==> images/power_grid.png <==
The bar under the picture is 20 um long. Pins as bars on the die edge. Tap cells in grey.
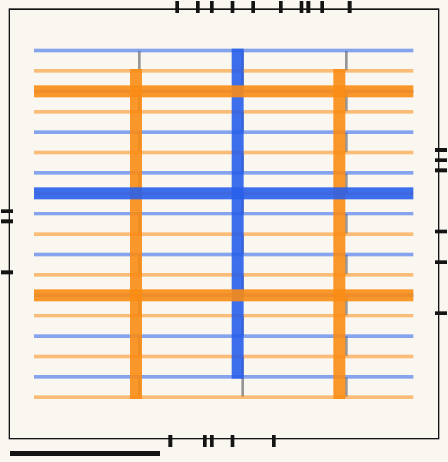
==> images/detail.png <==
Window x 30 to 55, y 2 to 27 um. Cells in grey, sequential cells in the stronger grey; small squares are vias.
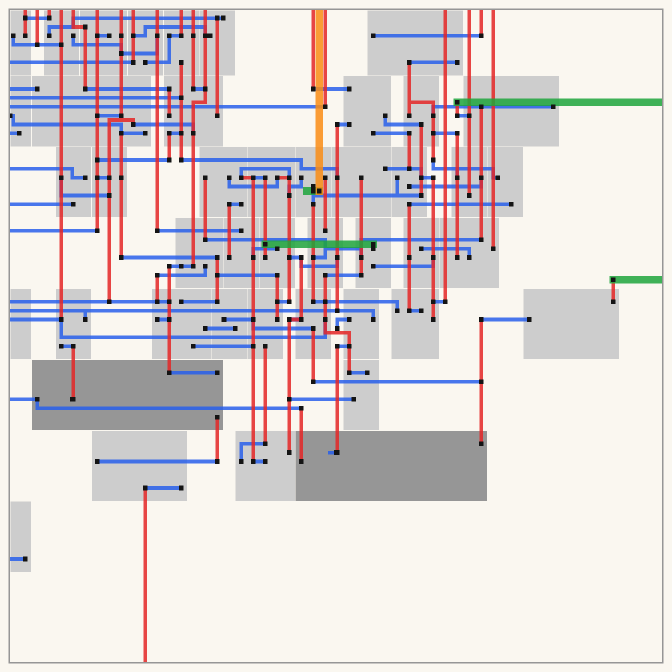
**config.mk**
```make
export PLATFORM = sky130hd
export DESIGN_NAME = wptr_full_ctrl
export DESIGN_NICKNAME = d
export VERILOG_FILES = /design/src/rtl/fifo_pkg.sv /design/src/rtl/fifo_gray2bin.sv /design/src/rtl/wptr_full_ctrl.sv
export SDC_FILE = /design/constraint.sdc
export NUM_CORES = 1
export LEC_CHECK = 0
export ABC_AREA = 1
export CAP_MARGIN = 20
export CORE_MARGIN = 3
export CORE_UTILIZATION = 36
export CTS_CLUSTER_SIZE = 14
export DETAILED_ROUTE_END_ITERATION = 8
export HOLD_SLACK_MARGIN = 0.03
export SLEW_MARGIN = 20
export SYNTH_ARGS = -nofsm -noshare
export SYNTH_HDL_FRONTEND = slang
export SYNTH_SLANG_ARGS = --single-unit
```
**constraint.sdc**
```tcl
create_clock -name wclk -period 5.9 [get_ports wclk]
set_input_delay 1.18 -clock wclk [delete_from_list [all_inputs] [get_ports wclk]]
set_output_delay 1.18 -clock wclk [all_outputs]
set_load 0.05 [all_outputs]
```
**src/rtl/fifo_pkg.sv**
```systemverilog
// Shared async-FIFO definitions: default geometry, pointer type, Gray helpers.
package fifo_pkg;

   localparam int FIFO_ADDRSIZE = 4;

   typedef logic [FIFO_ADDRSIZE:0] ptr_t;

   function automatic ptr_t bin2gray(input ptr_t b);
      return (b >> 1) ^ b;
   endfunction

   function automatic ptr_t gray2bin(input ptr_t g);
      ptr_t b;
      b = '0;
      for (int i = 0; i <= FIFO_ADDRSIZE; i++)
         b[i] = ^(g >> i);
      return b;
   endfunction

endpackage

```
**src/rtl/fifo_gray2bin.sv**
```systemverilog
// Combinational Gray-to-binary converter of arbitrary width.
module fifo_gray2bin #(
   parameter int WIDTH = 5
) (
   input  logic [WIDTH-1:0] gray,
   output logic [WIDTH-1:0] bin
);

   always_comb begin
      bin = '0;
      for (int i = 0; i < WIDTH; i++)
         bin[i] = ^(gray >> i);
   end

endmodule

```
**src/rtl/wptr_full_ctrl.sv**
```systemverilog
// Write-side pointer, full/almost-full and level tracking for the async FIFO.
// Optional sticky overflow flag (wovf/wovf_clr) enabled by FIFO_WOVF_EN.
module wptr_full_ctrl
   import fifo_pkg::*;
#(
   parameter int ADDRSIZE     = FIFO_ADDRSIZE,
   parameter int AFULL_THRESH = 2**ADDRSIZE - 2
) (
   input  logic                wclk,
   input  logic                wrst_n,
   input  logic                winc,
   input  logic [ADDRSIZE:0]   wq2_rptr,
   output logic [ADDRSIZE-1:0] waddr,
   output logic [ADDRSIZE:0]   wptr,
   output logic                wfull,
   output logic                walmost_full,
`ifdef FIFO_WOVF_EN
   output logic [ADDRSIZE:0]   wlevel,
   output logic                wovf,
   input  logic                wovf_clr
`else
   output logic [ADDRSIZE:0]   wlevel
`endif
);

   localparam logic [ADDRSIZE:0] AF_TH = AFULL_THRESH[ADDRSIZE:0];

   logic [ADDRSIZE:0] wbin;
   logic [ADDRSIZE:0] wbinnext;
   logic [ADDRSIZE:0] wgraynext;
   logic [ADDRSIZE:0] rbin;
   logic [ADDRSIZE:0] wlevel_next;
   logic [ADDRSIZE:0] full_cmp;
   logic              push;
   logic              wfull_next;
   logic              walmost_full_next;

   fifo_gray2bin #(
      .WIDTH (ADDRSIZE + 1)
   ) u_rptr_g2b (
      .gray (wq2_rptr),
      .bin  (rbin)
   );

   assign push      = winc & ~wfull;
   assign wbinnext  = wbin + {{ADDRSIZE{1'b0}}, push};
   assign wgraynext = (wbinnext >> 1) ^ wbinnext;
   assign waddr     = wbin[ADDRSIZE-1:0];

   // Full when the write pointer has lapped the read pointer exactly once.
   assign full_cmp   = {~wq2_rptr[ADDRSIZE:ADDRSIZE-1],
                        wq2_rptr[ADDRSIZE-2:0]};
   assign wfull_next = (wgraynext == full_cmp);

   assign wlevel_next       = wbinnext - rbin;
   assign walmost_full_next = (wlevel_next >= AF_TH);

   always_ff @(posedge wclk) begin
      if (!wrst_n) begin
         wbin         <= '0;
         wptr         <= '0;
         wfull        <= 1'b0;
         walmost_full <= 1'b0;
         wlevel       <= '0;
      end else begin
         wbin         <= wbinnext;
         wptr         <= wgraynext;
         wfull        <= wfull_next;
         walmost_full <= walmost_full_next;
         wlevel       <= wlevel_next;
      end
   end

`ifdef FIFO_WOVF_EN
   always_ff @(posedge wclk) begin
      if (!wrst_n)
         wovf <= 1'b0;
      else if (winc & wfull)
         wovf <= 1'b1;
      else if (wovf_clr)
         wovf <= 1'b0;
   end
`endif

endmodule

```
==> CHANGELOG.md <==
## Implementation

- Status: finished clean
- Floorplan Nets: 151
- GRT overflow: 0
- First-pass GRT wire length: 3660 um
- Post-route ant nets: 0
- RSZ-0062 raised after global routing: no
- Xor/xnor share of the synthesized area: 7.46%
- Comb power frac: 41.6%
- Setup WS pre-CTS: 2290 ps
- CP startpoint: wq2_rptr[4]
- Vias in the first global route: 870
- Max Slew Vio Count: 0
- Number of warnings in the stage logs: 26
- Critical path type: input pin to flip-flop
- Final HPWL DP: 1680 um
- Switching Fraction: 38.3%
- Fp_density: 40.2%
- Layout Nets: 177
- Antenna violations before repair: 0
- WP buf/inv: 2
- Iteration-0 DRC Markers: 17
- Worst slew pin tran: 504 ps
- Setup crit start kind: input pin
- Async set or reset register ratio after synthesis: 0%
- Fmax: 302 MHz
- Register area share after synthesis: 34.1%
- Row Count: 17
- Clock Latency Late Sink: 280 ps
- Total wire length: 2020 um
- Cell type with the largest total area: dfxtp_1
- Die area: 3260 um2
- Hold path start: wbin[0]$_SDFF_PN0_
About power_grid.png:
Orange stands for VSS. Blue stands for VDD.
18 met1 rails follow the rows. 3 straps on met4.
Core Box Area: 2340 um2
DIE HEIGHT: 57.1 um
die width: 57.1 um
worst vdd ir: 209 uV

About detail.png:
Red stands for metal 2. Orange stands for metal 4. Green stands for metal 3. Blue stands for metal 1.
41 logic cells have their middle in the window. Most frequent: nand2_1 (15), inv_1 (5), nand3_1 (5). Netlist names of flops here include wbin (1), wptr (1). Sequential cells in the window: 2.

-- kinds of logic (layout without fill, tap and decap cells) --
logic type / Yosys count / in the layout
adders and majority gates: 6 / 6
DFF: 16 / 16
buffers and inverters: 21 / 46
and+or+nand+nor: 84 / 84
xor gates and xnor gates: 5 / 5
AOI/OAI and AO/OA: 5 / 5
-- routing by layer --
metal	global-route usage, %	routed length, um	vias up
met5	0	0	-
met4	6.95	44	0
met3	2.94	80	6
met2	22.5	909	19
met1	17.9	982	395
li1	-	-	477
-- placed cells by master, fill, tap and decap left out, types with 4 or more instances in the layout --
cell / Yosys / layout
dfxtp_1: 16 / 16
nand2_1: 47 / 47
nand3_1: 12 / 12
clkdlybuf4s50_1: 0 / 23
inv_1: 18 / 18
a21oi_1: 4 / 4
nand2_2: 4 / 4
ha_1: 5 / 5
nor2_1: 16 / 16
-- registers in the layout (all words and copies together), names as in the netlist --
name,count
wlevel,5
wptr,5
wbin,4
walmost_full,1
wfull,1
-- path summary, 6_finish.rpt --
| check | endpoint | slack (ps) | depth (start not counted) |
|---|---|---|---|
| setup / recovery | walmost_full$_SDFF_PN0_ | 2590 | 14 |
| hold / removal | wbin[0]$_SDFF_PN0_ | 690 | 3 |
| setup reg to reg | walmost_full$_SDFF_PN0_ | 3730 | 14 |
| hold reg to reg | wbin[0]$_SDFF_PN0_ | 690 | 3 |
-- area by class of cell --
type                            count  area (um2)
Sequential cell                    16         320
Tap cell                           28        35.0
Inverter                           19        71.3
Multi-Input combinational cell    100         533
Clock buffer                        4        36.3
Fill cell                         244        1110
Timing Repair Buffer               23         230
No activity file was given, so power comes from the tool's default toggle rates.
